### config.mk
export PLATFORM = sky130hd
export DESIGN_NAME = mem_stage_flat
export DESIGN_NICKNAME = d
export VERILOG_FILES = /design/src/rtl/mem_stage_if.sv /design/src/rtl/mem_stage.sv /design/src/flat_wrapper.sv
export SDC_FILE = /design/constraint.sdc
export NUM_CORES = 1
export LEC_CHECK = 0
export ABC_CLOCK_PERIOD_IN_PS = 5700
export CORE_AREA = 2 2 150 152
export DETAILED_ROUTE_END_ITERATION = 16
export DIE_AREA = 0 0 152 154
export PLACE_DENSITY_LB_ADDON = 0.15
export SLEW_MARGIN = 10
export SYNTH_ARGS = -nofsm -noshare
export SYNTH_HDL_FRONTEND = slang
export SYNTH_SLANG_ARGS = --single-unit
### constraint.sdc
create_clock -name clk -period 5.7 [get_ports clk]
set_clock_uncertainty 0.1 [all_clocks]
set_input_delay 1.71 -clock clk [delete_from_list [all_inputs] [get_ports clk]]
set_output_delay 1.71 -clock clk [all_outputs]
set_load 0.02 [all_outputs]
### src/rtl/mem_stage_if.sv
// Data-memory request/acknowledge bus between the memory-access stage and data memory.
// The stage is the master; the memory (or its model) is the slave.
interface mem_stage_if;
    logic        dmem_req;
    logic        dmem_we;
    logic [31:0] dmem_addr;
    logic [3:0]  dmem_be;
    logic [31:0] dmem_wdata;
    logic        dmem_ack;
    logic [31:0] dmem_rdata;

    modport master (
        output dmem_req, dmem_we, dmem_addr, dmem_be, dmem_wdata,
        input  dmem_ack, dmem_rdata
    );

    modport slave (
        input  dmem_req, dmem_we, dmem_addr, dmem_be, dmem_wdata,
        output dmem_ack, dmem_rdata
    );
endinterface

### src/rtl/mem_stage.sv
// RISC-V memory-access stage: byte-lane loads/stores over a req/ack bus, stall while busy, writeback register.
// Optional misaligned-access trap enabled by defining MEM_STAGE_MISALIGN_TRAP_EN.
module mem_stage (
    input  logic        clk,
    input  logic        reset,
    input  logic        EN,
    input  logic [31:0] DR,
    input  logic [4:0]  DR_num,
    input  logic [31:0] WriteData,
    input  logic [31:0] PC_plus_4,
    input  logic [1:0]  ResultSrc,
    input  logic        RegWrite,
    input  logic        MemWrite,
    input  logic        MemRead,
    input  logic [2:0]  funct3,
    output logic [31:0] ALUResData,
    output logic        stall,
    mem_stage_if.master dmem,
    output logic [31:0] W_ALURes,
    output logic [31:0] W_ReadData,
    output logic [31:0] W_PC_plus_4,
    output logic [4:0]  W_DR_num,
    output logic [1:0]  W_ResultSrc,
    output logic        W_RegWrite,
    output logic        misalign_trap,
    output logic [31:0] misalign_addr
);

    typedef enum logic {S_IDLE, S_WAIT} state_t;

    state_t      state, state_next;
    logic        mis;
    logic        access;
    logic [1:0]  lane;
    logic [31:0] rdata_shifted;
    logic [31:0] load_data;

    assign ALUResData = DR;

`ifdef MEM_STAGE_MISALIGN_TRAP_EN
    assign mis = (MemRead | MemWrite) &
                 (((funct3[1:0] == 2'b01) & DR[0]) | (funct3[1] & (DR[1:0] != 2'b00)));
`else
    assign mis = 1'b0;
`endif

    assign access        = EN & (MemRead | MemWrite) & ~mis;
    // Reset gates the request combinationally so an in-flight access drops at once.
    assign dmem.dmem_req = ~reset & (((state == S_IDLE) & access) | (state == S_WAIT));
    assign stall         = dmem.dmem_req & ~dmem.dmem_ack;

    always_ff @(posedge clk or posedge reset) begin
        if (reset) state <= S_IDLE;
        else       state <= state_next;
    end

    // NOTE: every signal driven here gets a default first so no latch is inferred.
    always_comb begin
        state_next = state;
        case (state)
            S_IDLE: if (dmem.dmem_req & ~dmem.dmem_ack) state_next = S_WAIT;
            S_WAIT: if (dmem.dmem_ack)                  state_next = S_IDLE;
            default: state_next = S_IDLE;
        endcase
    end

    // Lane offset ignores address bits below the access size.
    always_comb begin
        lane = 2'b00;
        case (funct3[1:0])
            2'b00:   lane = DR[1:0];
            2'b01:   lane = {DR[1], 1'b0};
            default: lane = 2'b00;
        endcase
    end

    assign dmem.dmem_addr = {DR[31:2], 2'b00};
    assign dmem.dmem_we   = MemWrite;

    always_comb begin
        dmem.dmem_be    = 4'b1111;
        dmem.dmem_wdata = WriteData;
        if (MemWrite) begin
            case (funct3[1:0])
                2'b00: begin
                    dmem.dmem_be    = 4'b0001 << lane;
                    dmem.dmem_wdata = {4{WriteData[7:0]}};
                end
                2'b01: begin
                    dmem.dmem_be    = 4'b0011 << lane;
                    dmem.dmem_wdata = {2{WriteData[15:0]}};
                end
                default: begin
                    dmem.dmem_be    = 4'b1111;
                    dmem.dmem_wdata = WriteData;
                end
            endcase
        end
    end

    assign rdata_shifted = dmem.dmem_rdata >> {lane, 3'b000};

    always_comb begin
        load_data = dmem.dmem_rdata;
        case (funct3)
            3'b000:  load_data = {{24{rdata_shifted[7]}}, rdata_shifted[7:0]};
            3'b100:  load_data = {24'd0, rdata_shifted[7:0]};
            3'b001:  load_data = {{16{rdata_shifted[15]}}, rdata_shifted[15:0]};
            3'b101:  load_data = {16'd0, rdata_shifted[15:0]};
            default: load_data = dmem.dmem_rdata;
        endcase
    end

    // NOTE: sequential state uses non-blocking assignments so every register samples pre-edge values.
    always_ff @(posedge clk or posedge reset) begin
        if (reset) begin
            W_ALURes    <= 32'd0;
            W_ReadData  <= 32'd0;
            W_PC_plus_4 <= 32'd0;
            W_DR_num    <= 5'd0;
            W_ResultSrc <= 2'd0;
            W_RegWrite  <= 1'b0;
        end else if (stall) begin
            W_RegWrite <= 1'b0;
        end else if (EN) begin
            W_ALURes    <= DR;
            W_ReadData  <= (MemRead & ~MemWrite) ? load_data : 32'd0;
            W_PC_plus_4 <= PC_plus_4;
            W_DR_num    <= DR_num;
            W_ResultSrc <= ResultSrc;
            W_RegWrite  <= RegWrite & ~mis;
        end
    end

`ifdef MEM_STAGE_MISALIGN_TRAP_EN
    // Trap is a single-cycle pulse; the faulting address is held until the next trap.
    always_ff @(posedge clk or posedge reset) begin
        if (reset) begin
            misalign_trap <= 1'b0;
            misalign_addr <= 32'd0;
        end else if (~stall & EN & mis) begin
            misalign_trap <= 1'b1;
            misalign_addr <= DR;
        end else begin
            misalign_trap <= 1'b0;
        end
    end
`else
    assign misalign_trap = 1'b0;
    assign misalign_addr = 32'd0;
`endif

endmodule

### src/flat_wrapper.sv
// flat-port wrapper written by rule: the top's interface ports become plain ports
module mem_stage_flat 
  (clk, reset, EN, DR, DR_num, WriteData, PC_plus_4, ResultSrc, RegWrite, MemWrite, MemRead, funct3, ALUResData, stall, W_ALURes, W_ReadData, W_PC_plus_4, W_DR_num, W_ResultSrc, W_RegWrite, misalign_trap, misalign_addr, dmem_dmem_req, dmem_dmem_we, dmem_dmem_addr, dmem_dmem_be, dmem_dmem_wdata, dmem_dmem_ack, dmem_dmem_rdata);
  mem_stage_if dmem_i ();
  input  logic clk;
  input  logic reset;
  input  logic EN;
  input  logic [31:0] DR;
  input  logic [4:0] DR_num;
  input  logic [31:0] WriteData;
  input  logic [31:0] PC_plus_4;
  input  logic [1:0] ResultSrc;
  input  logic RegWrite;
  input  logic MemWrite;
  input  logic MemRead;
  input  logic [2:0] funct3;
  output logic [31:0] ALUResData;
  output logic stall;
  output logic [31:0] W_ALURes;
  output logic [31:0] W_ReadData;
  output logic [31:0] W_PC_plus_4;
  output logic [4:0] W_DR_num;
  output logic [1:0] W_ResultSrc;
  output logic W_RegWrite;
  output logic misalign_trap;
  output logic [31:0] misalign_addr;
  output wire logic [$bits(dmem_i.dmem_req)-1:0] dmem_dmem_req;
  output wire logic [$bits(dmem_i.dmem_we)-1:0] dmem_dmem_we;
  output wire logic [$bits(dmem_i.dmem_addr)-1:0] dmem_dmem_addr;
  output wire logic [$bits(dmem_i.dmem_be)-1:0] dmem_dmem_be;
  output wire logic [$bits(dmem_i.dmem_wdata)-1:0] dmem_dmem_wdata;
  input wire logic [$bits(dmem_i.dmem_ack)-1:0] dmem_dmem_ack;
  input wire logic [$bits(dmem_i.dmem_rdata)-1:0] dmem_dmem_rdata;
  assign dmem_dmem_req = dmem_i.dmem_req;
  assign dmem_dmem_we = dmem_i.dmem_we;
  assign dmem_dmem_addr = dmem_i.dmem_addr;
  assign dmem_dmem_be = dmem_i.dmem_be;
  assign dmem_dmem_wdata = dmem_i.dmem_wdata;
  assign dmem_i.dmem_ack = dmem_dmem_ack;
  assign dmem_i.dmem_rdata = dmem_dmem_rdata;
  mem_stage u_core (.clk(clk), .reset(reset), .EN(EN), .DR(DR), .DR_num(DR_num), .WriteData(WriteData), .PC_plus_4(PC_plus_4), .ResultSrc(ResultSrc), .RegWrite(RegWrite), .MemWrite(MemWrite), .MemRead(MemRead), .funct3(funct3), .ALUResData(ALUResData), .stall(stall), .dmem(dmem_i), .W_ALURes(W_ALURes), .W_ReadData(W_ReadData), .W_PC_plus_4(W_PC_plus_4), .W_DR_num(W_DR_num), .W_ResultSrc(W_ResultSrc), .W_RegWrite(W_RegWrite), .misalign_trap(misalign_trap), .misalign_addr(misalign_addr));
endmodule
==> results_slide.txt <==
Run Summary

Critical path
  – CP arrival: 3.55 ns
  – Crit-path max FO: 8
  – WP depth: 6
  – Top delay family on crit path: buffers and inverters
  – Slowest cell delay on critical path: 0.57 ns

Layout
  – Util after Layout: 42.5%
  – Register Area: between 2000 and 3000 sq um
  – Flop share of the area: 28.5%
  – Non-clk invs: 9
  – Diode count: 0
  – Post-Layout Cell Count: 1099
  – Final nets: 960

Power
  – Clock Power Share: 27.4%
  – Pwr/cell area: 245 nW/um^2
  – Sequential share of power: 38.5%
  – Final Power: 2.26 mW
  – Seq group: 869 uW
  – Comb power frac: 34.1%
  – Sw frac: 31.9%

Final timing
  – Fin. Hold Viols: 0
  – Period Utilization, post-route: 94.1%
  – RSZ-0062 raised after global routing: false
  – Setup TNS: 0 ns
  – Minimum clock period: between 5 and 6 ns
  – Worst hold margin: 0.379 ns
  – Worst relative slew slack: between 30% and 40%

Clocking
  – Clock Path Buffers: 2
  – Hold buffer count at cts: 0
  – H-Tree Depth: 3
  – CTS-repair resized insts: 0

Placement
  – Post-DP HPWL: approximately 15000 um
  – DP Cell Count: 1084
  – Port Buffer Count: 349

Synth
  – Ys async rst share: 100%
  – Biggest area cells: dfrtp_1, mux2_2, buf_4
  – Sequential area share after synthesis: 45.6%
  – Mapped Cells: 541

Drt
  – Vias per inst: 4.43
  – Pre-antenna DRT Iters: 4
  – Final WL: 19100 um
  – Via count: 4870

Global route
  – First-pass GRT wire length: between 20000 and 30000 um
  – Vias in the first global route: 5123
  – Met2 GRT Util: approximately 29%

Die
  – Die Span Y: 154 um

Run status
  – Outcome: finished, final reports clean
Signal wires on met2:
Cells faint in the background.
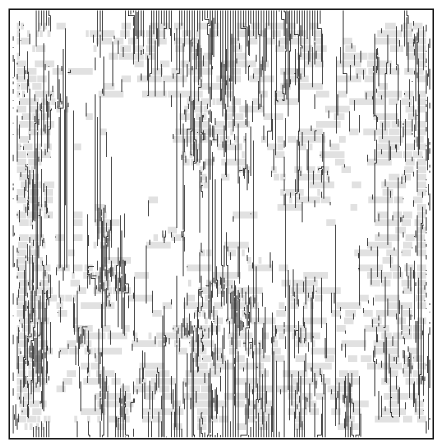
- longest straight run: 72.2 um
- share of all routed wire: 52%

The clock network:
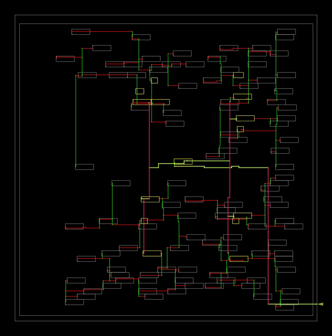
clock buf count: 10
CTS Buf Count: 9

Met4 routing:
The bar under the picture is 50 um long. Cells faint in the background.
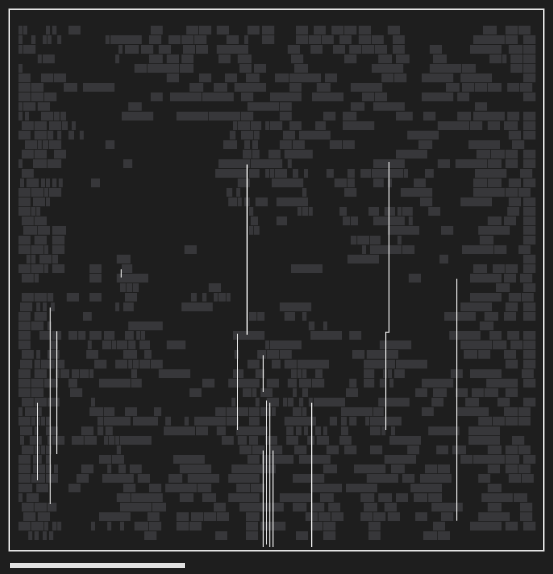
- main direction: vertical
- nets with wire on the layer: 12
- wire length on this layer: 523 um
- share of all routed wire: 2.7%

Power is estimated from default activity; no workload was simulated.
